## config.mk

```make
export PLATFORM = sky130hd
export DESIGN_NAME = logic2_bist_flat
export DESIGN_NICKNAME = d
export VERILOG_FILES = /design/src/rtl/logic2_test_pkg.sv /design/src/rtl/logic2_bist_if.sv /design/src/rtl/logic2_bist_resp.sv /design/src/rtl/logic2_bist.sv /design/src/flat_wrapper.sv
export SDC_FILE = /design/constraint.sdc
export NUM_CORES = 1
export LEC_CHECK = 0
export CAP_MARGIN = 20
export CORE_UTILIZATION = 51
export DETAILED_ROUTE_END_ITERATION = 6
export PLACE_DENSITY = 0.84
export SLEW_MARGIN = 20
export SYNTH_ARGS = -nofsm -noshare
export SYNTH_HDL_FRONTEND = slang
export SYNTH_SLANG_ARGS = --single-unit
```

## constraint.sdc

```tcl
create_clock -name clk -period 2.05 [get_ports clk]
set_input_delay 0.5125 -clock clk [delete_from_list [all_inputs] [get_ports clk]]
set_output_delay 0.5125 -clock clk [all_outputs]
set_load 0.005 [all_outputs]
```

## src/rtl/logic2_test_pkg.sv

```systemverilog
// Shared types and constants for the logic2 fault-injection BIST controller.
package logic2_test_pkg;

  localparam int VEC_IDX_W = 4;

  localparam logic [15:0] LOGIC2_GOLDEN_Y = 16'hFF30;
  localparam logic [15:0] LOGIC2_GOLDEN_Z = 16'h050F;

  typedef logic [VEC_IDX_W-1:0] vec_idx_t;

  typedef enum logic [1:0] {
    ST_IDLE,
    ST_HOLD,
    ST_SAMPLE,
    ST_DONE
  } bist_state_e;

endpackage

```

## src/rtl/logic2_bist_if.sv

```systemverilog
// Control, result and DUT stimulus/response bundle of the logic2 BIST controller.
interface logic2_bist_if;

  logic                        start;
  logic                        busy;
  logic                        done;
  logic                        pass;
  logic [4:0]                  fail_count;
  logic [15:0]                 fail_map;
  logic                        first_fail_vld;
  logic2_test_pkg::vec_idx_t   first_fail_idx;
  logic                        dut_a;
  logic                        dut_b;
  logic                        dut_c;
  logic                        dut_e;
  logic                        dut_y;
  logic                        dut_z;

  modport master (
    input  start, dut_y, dut_z,
    output busy, done, pass, fail_count, fail_map, first_fail_vld, first_fail_idx,
    output dut_a, dut_b, dut_c, dut_e
  );

  modport slave (
    output start, dut_y, dut_z,
    input  busy, done, pass, fail_count, fail_map, first_fail_vld, first_fail_idx,
    input  dut_a, dut_b, dut_c, dut_e
  );

endinterface

```

## src/rtl/logic2_bist_resp.sv

```systemverilog
// Response checker: compares each sampled DUT output pair against the golden
// tables and accumulates the fail count, fail map, first failure and verdict.
module logic2_bist_resp
  import logic2_test_pkg::*;
#(
  parameter logic [15:0] GOLDEN_Y = LOGIC2_GOLDEN_Y,
  parameter logic [15:0] GOLDEN_Z = LOGIC2_GOLDEN_Z
) (
  input  logic        clk,
  input  logic        rst_n,
  input  logic        clear,
  input  logic        sample_en,
  input  logic        finish,
  input  vec_idx_t    idx,
  input  logic        dut_y,
  input  logic        dut_z,
  output logic        mismatch,
  output logic        pass,
  output logic [4:0]  fail_count,
  output logic [15:0] fail_map,
  output logic        first_fail_vld,
  output vec_idx_t    first_fail_idx
);

  logic        pass_q, pass_d;
  logic [4:0]  fail_count_q, fail_count_d;
  logic [15:0] fail_map_q, fail_map_d;
  logic        first_fail_vld_q, first_fail_vld_d;
  vec_idx_t    first_fail_idx_q, first_fail_idx_d;

  // Raw compare of the current vector; the controller decides when it counts.
  assign mismatch = (dut_y != GOLDEN_Y[idx]) || (dut_z != GOLDEN_Z[idx]);

  always_comb begin
    pass_d           = pass_q;
    fail_count_d     = fail_count_q;
    fail_map_d       = fail_map_q;
    first_fail_vld_d = first_fail_vld_q;
    first_fail_idx_d = first_fail_idx_q;

    if (clear) begin
      pass_d           = 1'b0;
      fail_count_d     = 5'd0;
      fail_map_d       = 16'h0000;
      first_fail_vld_d = 1'b0;
      first_fail_idx_d = '0;
    end else if (sample_en) begin
      if (mismatch) begin
        fail_map_d[idx] = 1'b1;
        fail_count_d    = fail_count_q + 5'd1;
        if (!first_fail_vld_q) begin
          first_fail_vld_d = 1'b1;
          first_fail_idx_d = idx;
        end
      end
      // Verdict includes the vector being sampled on the final edge.
      if (finish) begin
        pass_d = (fail_count_d == 5'd0);
      end
    end
  end

  always_ff @(posedge clk or negedge rst_n) begin
    if (!rst_n) begin
      pass_q           <= 1'b0;
      fail_count_q     <= 5'd0;
      fail_map_q       <= 16'h0000;
      first_fail_vld_q <= 1'b0;
      first_fail_idx_q <= '0;
    end else begin
      pass_q           <= pass_d;
      fail_count_q     <= fail_count_d;
      fail_map_q       <= fail_map_d;
      first_fail_vld_q <= first_fail_vld_d;
      first_fail_idx_q <= first_fail_idx_d;
    end
  end

  assign pass           = pass_q;
  assign fail_count     = fail_count_q;
  assign fail_map       = fail_map_q;
  assign first_fail_vld = first_fail_vld_q;
  assign first_fail_idx = first_fail_idx_q;

endmodule

```

## src/rtl/logic2_bist.sv

```systemverilog
// BIST controller top: walks all 16 input vectors onto the logic2 DUT, holds
// each for a settle window and hands the sample to the response checker.
module logic2_bist
  import logic2_test_pkg::*;
#(
  parameter int unsigned SETTLE_CYCLES = 1,
  parameter logic [15:0] GOLDEN_Y      = LOGIC2_GOLDEN_Y,
  parameter logic [15:0] GOLDEN_Z      = LOGIC2_GOLDEN_Z,
  parameter bit          STOP_ON_FAIL  = 1'b0
) (
  input  logic            clk,
  input  logic            rst_n,
  logic2_bist_if.master   bus
);

  localparam logic [3:0] SETTLE_LD  = 4'(SETTLE_CYCLES);
  localparam bit         HAS_SETTLE = (SETTLE_CYCLES != 0);

  bist_state_e state_q, state_d;
  vec_idx_t    idx_q, idx_d;
  logic [3:0]  cnt_q, cnt_d;
  logic        busy_q, busy_d;
  logic        done_q, done_d;

  logic        clear;
  logic        sample_en;
  logic        finish;
  logic        mismatch;

  logic        pass_w;
  logic [4:0]  fail_count_w;
  logic [15:0] fail_map_w;
  logic        first_fail_vld_w;
  vec_idx_t    first_fail_idx_w;

  // idx_q doubles as the registered stimulus, so it only moves on start or
  // on the edge leaving SAMPLE and the DUT sees a stable vector throughout.
  always_comb begin
    state_d   = state_q;
    idx_d     = idx_q;
    cnt_d     = cnt_q;
    busy_d    = busy_q;
    done_d    = 1'b0;
    clear     = 1'b0;
    sample_en = 1'b0;
    finish    = 1'b0;

    unique case (state_q)
      ST_IDLE, ST_DONE: begin
        if (bus.start) begin
          clear   = 1'b1;
          idx_d   = '0;
          cnt_d   = SETTLE_LD;
          busy_d  = 1'b1;
          state_d = HAS_SETTLE ? ST_HOLD : ST_SAMPLE;
        end
      end
      ST_HOLD: begin
        cnt_d = cnt_q - 4'd1;
        if (cnt_q <= 4'd1) begin
          state_d = ST_SAMPLE;
        end
      end
      ST_SAMPLE: begin
        sample_en = 1'b1;
        if ((idx_q == 4'd15) || (mismatch && STOP_ON_FAIL)) begin
          finish  = 1'b1;
          busy_d  = 1'b0;
          done_d  = 1'b1;
          state_d = ST_DONE;
        end else begin
          idx_d   = idx_q + 4'd1;
          cnt_d   = SETTLE_LD;
          state_d = HAS_SETTLE ? ST_HOLD : ST_SAMPLE;
        end
      end
      default: begin
        state_d = ST_IDLE;
      end
    endcase
  end

  always_ff @(posedge clk or negedge rst_n) begin
    if (!rst_n) begin
      state_q <= ST_IDLE;
      idx_q   <= '0;
      cnt_q   <= 4'd0;
      busy_q  <= 1'b0;
      done_q  <= 1'b0;
    end else begin
      state_q <= state_d;
      idx_q   <= idx_d;
      cnt_q   <= cnt_d;
      busy_q  <= busy_d;
      done_q  <= done_d;
    end
  end

  logic2_bist_resp #(
    .GOLDEN_Y (GOLDEN_Y),
    .GOLDEN_Z (GOLDEN_Z)
  ) u_resp (
    .clk            (clk),
    .rst_n          (rst_n),
    .clear          (clear),
    .sample_en      (sample_en),
    .finish         (finish),
    .idx            (idx_q),
    .dut_y          (bus.dut_y),
    .dut_z          (bus.dut_z),
    .mismatch       (mismatch),
    .pass           (pass_w),
    .fail_count     (fail_count_w),
    .fail_map       (fail_map_w),
    .first_fail_vld (first_fail_vld_w),
    .first_fail_idx (first_fail_idx_w)
  );

  assign bus.dut_a          = idx_q[3];
  assign bus.dut_b          = idx_q[2];
  assign bus.dut_c          = idx_q[1];
  assign bus.dut_e          = idx_q[0];
  assign bus.busy           = busy_q;
  assign bus.done           = done_q;
  assign bus.pass           = pass_w;
  assign bus.fail_count     = fail_count_w;
  assign bus.fail_map       = fail_map_w;
  assign bus.first_fail_vld = first_fail_vld_w;
  assign bus.first_fail_idx = first_fail_idx_w;

endmodule

```

## src/flat_wrapper.sv

```systemverilog
// flat-port wrapper written by rule: the top's interface ports become plain ports
module logic2_bist_flat import logic2_test_pkg::*;
#(
  parameter int unsigned SETTLE_CYCLES = 1,
  parameter logic [15:0] GOLDEN_Y      = LOGIC2_GOLDEN_Y,
  parameter logic [15:0] GOLDEN_Z      = LOGIC2_GOLDEN_Z,
  parameter bit          STOP_ON_FAIL  = 1'b0
)
  (clk, rst_n, bus_start, bus_dut_y, bus_dut_z, bus_busy, bus_done, bus_pass, bus_fail_count, bus_fail_map, bus_first_fail_vld, bus_first_fail_idx, bus_dut_a, bus_dut_b, bus_dut_c, bus_dut_e);
  logic2_bist_if bus_i ();
  input  logic clk;
  input  logic rst_n;
  input wire logic [$bits(bus_i.start)-1:0] bus_start;
  input wire logic [$bits(bus_i.dut_y)-1:0] bus_dut_y;
  input wire logic [$bits(bus_i.dut_z)-1:0] bus_dut_z;
  output wire logic [$bits(bus_i.busy)-1:0] bus_busy;
  output wire logic [$bits(bus_i.done)-1:0] bus_done;
  output wire logic [$bits(bus_i.pass)-1:0] bus_pass;
  output wire logic [$bits(bus_i.fail_count)-1:0] bus_fail_count;
  output wire logic [$bits(bus_i.fail_map)-1:0] bus_fail_map;
  output wire logic [$bits(bus_i.first_fail_vld)-1:0] bus_first_fail_vld;
  output wire logic [$bits(bus_i.first_fail_idx)-1:0] bus_first_fail_idx;
  output wire logic [$bits(bus_i.dut_a)-1:0] bus_dut_a;
  output wire logic [$bits(bus_i.dut_b)-1:0] bus_dut_b;
  output wire logic [$bits(bus_i.dut_c)-1:0] bus_dut_c;
  output wire logic [$bits(bus_i.dut_e)-1:0] bus_dut_e;
  assign bus_i.start = bus_start;
  assign bus_i.dut_y = bus_dut_y;
  assign bus_i.dut_z = bus_dut_z;
  assign bus_busy = bus_i.busy;
  assign bus_done = bus_i.done;
  assign bus_pass = bus_i.pass;
  assign bus_fail_count = bus_i.fail_count;
  assign bus_fail_map = bus_i.fail_map;
  assign bus_first_fail_vld = bus_i.first_fail_vld;
  assign bus_first_fail_idx = bus_i.first_fail_idx;
  assign bus_dut_a = bus_i.dut_a;
  assign bus_dut_b = bus_i.dut_b;
  assign bus_dut_c = bus_i.dut_c;
  assign bus_dut_e = bus_i.dut_e;
  logic2_bist #(.SETTLE_CYCLES(SETTLE_CYCLES), .GOLDEN_Y(GOLDEN_Y), .GOLDEN_Z(GOLDEN_Z), .STOP_ON_FAIL(STOP_ON_FAIL)) u_core (.clk(clk), .rst_n(rst_n), .bus(bus_i));
endmodule
```

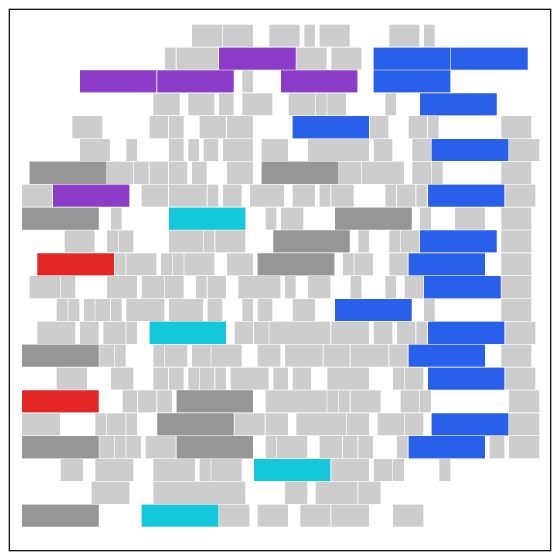
(images/flops_by_reg.png)
- blue: u_core.u_resp.fail_map (placed flops 16)
- purple: u_core.u_resp.fail_count (placed flops 5)
- red: u_core.state_q (placed flops 2)
- cyan: u_core.u_resp.first_fail_idx (placed flops 4)
- not colored: 12

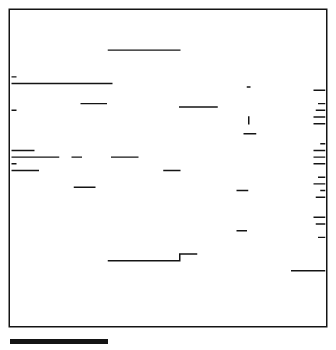
(images/layer_met3.png)
The bar under the picture is 20 um long.
- main direction: horizontal
- share of all routed wire: 3.3%
- wire length on this layer: 143 um

==> impl_metrics.json <==
{
  "status": "finished clean",
  "reg2reg_slack_ns": 0.13,
  "die_y_um": 64.3,
  "grt_overflow": 0,
  "num_vias": 1651,
  "tns_ns": 0,
  "drt-wirelength-per-cell_um": 14.5,
  "clkPwrFrac_pct": 23.7,
  "max_stage_delay_ns": 0.57,
  "p_sw_w": 0.000986,
  "cp_cell_sequence": "clkdlybuf4s50_1",
  "clk_pin_slew_ns": 0.08,
  "finalClockPeriodUsage_pct": 95.3,
  "rsz0062_at_grt": "false",
  "busiest_layer": "met2",
  "portBuffers": 37,
  "p_sw_share_pct": 36.1,
  "synth-edff-count": 0,
  "cts_hold_buf": 0,
  "async_reset_ff_share_pct": 100,
  "slowest_stage": "dfrtp_1",
  "yosysChipArea_mm2": 0.00198,
  "layout_setup_ws_ns": 0.0970,
  "cp-end-kind": "output pin",
  "crit_fanout": 11,
  "worst-path-buf-inv": 1,
  "r2r_start": "u_core.idx_q[2]",
  "cts_buffer_depth": 2,
  "drv_slew": 0,
  "tightest_slew_ns": 0.494,
  "grt_pass1_wl_um": 7380,
  "io_pins": 38,
  "rr_worst_depth": 6,
  "grt_util_all_layers_pct": 23.4,
  "ys_seq_share_pct": 49.4,
  "path_class": "register to output pin",
  "flop_cell": "dfrtp_1",
  "timing.fmax_mhz": 512,
  "syn-num-nets": 211,
  "clockRootBuffer": "clkbuf_8",
  "routed_via_density": 5.62,
  "startpoint": "u_core.idx_q[3]",
  "core_area_mm2": 0.00369,
  "grt_util_met3_pct": 5.71,
  "setup_viol": 0,
  "antenna_found_initial": 0,
  "drc_errors": 0,
  "power_frac_seq_pct": 37.3,
  "synthDistinctLibCells": 38,
  "cp.depth": 1,
  "timing.rr.end": "u_core.u_resp.pass",
  "die_area_mm2": 0.00413,
  "start_kind": "register",
  "gp_congestion": 0.792,
  "leakage_nw": 1.23,
  "dr.pass1.iters": 4,
  "gr-usage-met2_pct": 36.6,
  "yosys_cells": 196,
  "syn_inst": 196,
  "grt_pass1_vias": 1576,
  "use_met1_pct": 30.5,
  "finClkSkew_ns": 0.0115,
  "post-place-ws_ns": -0.297,
  "hp-class": "input port to asynchronous set/reset pin",
  "synthToLayoutAreaGrowth_pct": 31.5,
  "grt_max_degree": 26,
  "wl_um": 4270,
  "p_int_w": 0.00175,
  "setup.worst_path.end": "bus_dut_a",
  "required_ns": 1.54,
  "synth.cell_area_mm2": 0.00198,
  "fin_nets": 260,
  "ant_nets": 0,
  "die_x_um": 64.3,
  "fp_util_pct": 53.6,
  "cts_made_buffers": 5,
  "clock-sinks": 39,
  "max_slew_margin_pct": 67.1,
  "clk_latency_ns": 0.30,
  "layout-drive-gt1-share_pct": 12.2,
  "post_cts_buffers": 0,
  "drt_iter0_drc": 119,
  "drv_cap": 0,
  "yosysWarnings": 0,
  "cpLargestDelayFamily": "flip-flops",
  "critPathArrivalTime_ns": 1.44,
  "dpl.hpwl_um": 3070,
  "diodes": 0,
  "min_period_ns": 1.95,
  "p_comb_share_pct": 39.0,
  "htree_num_levels": 2,
  "cts_tree": "yes",
  "peakVddDrop_mv": 0.776,
  "p_per_area_mw_per_mm2": 1050,
  "row_count": 22,
  "numSynthFlops": 39,
  "hold_viol": 0,
  "syn_avg_cell_area_um2": 10.1,
  "warning_count": 32
}
-- Yosys cell counts, types with 4 or more instances --
cell type | n | area [um^2]
nor2b_1 | 4 | 25.0
nand3_1 | 5 | 25.0
buf_6 | 4 | 45.0
nor2_1 | 32 | 120
dfrtp_1 | 39 | 976
o21ai_0 | 12 | 60.1
inv_1 | 9 | 33.8
xor2_1 | 4 | 35.0
and2_1 | 4 | 25.0
mux2i_1 | 7 | 70.1
ha_1 | 10 | 125
a31oi_1 | 16 | 100
nand2_1 | 12 | 45.0
-- layout by cell type (no fill, tap or decap), types with 4 or more instances in the layout --
cell             count
o21ai_0             12
buf_4               10
nor2b_1              4
clkbuf_8             5
ha_1                10
dfrtp_1             39
a31oi_1             16
nand2_1             12
inv_1                9
xor2_1               4
clkdlybuf4s50_1     35
mux2i_1              7
nand3_1              5
nor2_1              32
-- worst min path at each step --
stage                               from                         end  slack [ns]
2_1_floorplan                      rst_n             u_core.bus.busy        0.22
3_3_place_gp   u_core.u_resp.fail_map[9]   u_core.u_resp.fail_map[9]        0.48
3_5_place_dp   u_core.u_resp.fail_map[9]   u_core.u_resp.fail_map[9]        0.49
4_1_cts                            rst_n  u_core.u_resp.fail_map[15]        0.18
5_1_grt                            rst_n   u_core.u_resp.fail_map[5]        0.20
6_report                           rst_n  u_core.u_resp.fail_map[15]        0.17
-- layer usage --
layer | up-vias | routed length [um]
li1 | 791 | -
met1 | 808 | 1960
met2 | 43 | 2090
met3 | 9 | 142
met4 | 0 | 78
met5 | - | 0
-- cell families after synthesis --
group | Yosys count | synth area share (%)
buf+inv | 17 | 4.75
simple gates | 74 | 18.5
fa+ha+maj | 10 | 6.33
compound gates | 43 | 14.7
xor+xnor | 5 | 2.22
flops | 39 | 49.4
mux | 8 | 4.11
-- flip-flops by register name (all words and copies together), names as in the netlist --
| name | flops |
|---|---|
| u_core.u_resp.first_fail_vld | 1 |
| u_core.u_resp.first_fail_idx | 4 |
| u_core.bus.done | 1 |
| u_core.bus.busy | 1 |
| u_core.u_resp.fail_map | 16 |
| u_core.state_q | 2 |
| u_core.u_resp.fail_count | 5 |
| u_core.idx_q | 4 |
| u_core.u_resp.pass | 1 |
| u_core.cnt_q | 4 |
-- through the flow --
stage	hold slack [ns]	total power [W]	util, %	std cells	cell area, um^2
2_1_floorplan	0.217	0.00166	-	196	1980
3_3_place_gp	0.480	0.00204	67.2	286	2480
3_5_place_dp	0.489	0.00209	67.2	286	2480
4_1_cts	0.176	0.00274	70.2	294	2590
5_1_grt	0.204	0.00293	70.5	294	2600
6_report	0.167	0.00273	70.5	294	2600
-- layout make-up --
cell class              count  area, um^2
fillers                   297        1090
flip-flops and latches     39         976
multi-input cells         140         913
repair buffers             50         503
clock buffers               5        68.8
well taps                  48        60.1
clock inverters             3        43.8
inverters                   9        33.8
-- repair_timing --
item                                   in CTS  in global routing
endpoints found under the hold margin       0                  0
gates resized                               0                  3
setup endpoints to repair                   0                 17
-- power groups by stage --
stage	logic, W	clock network [W]	registers [W]
after floorplan	0.000642	0	0.00102
after global placement	0.00101	0	0.00102
after detailed placement	0.00106	0	0.00103
after CTS	0.00106	0.000661	0.00102
after global routing	0.00120	0.000687	0.00104
final	0.00106	0.000648	0.00102
No activity file was given, so power comes from the tool's default toggle rates.
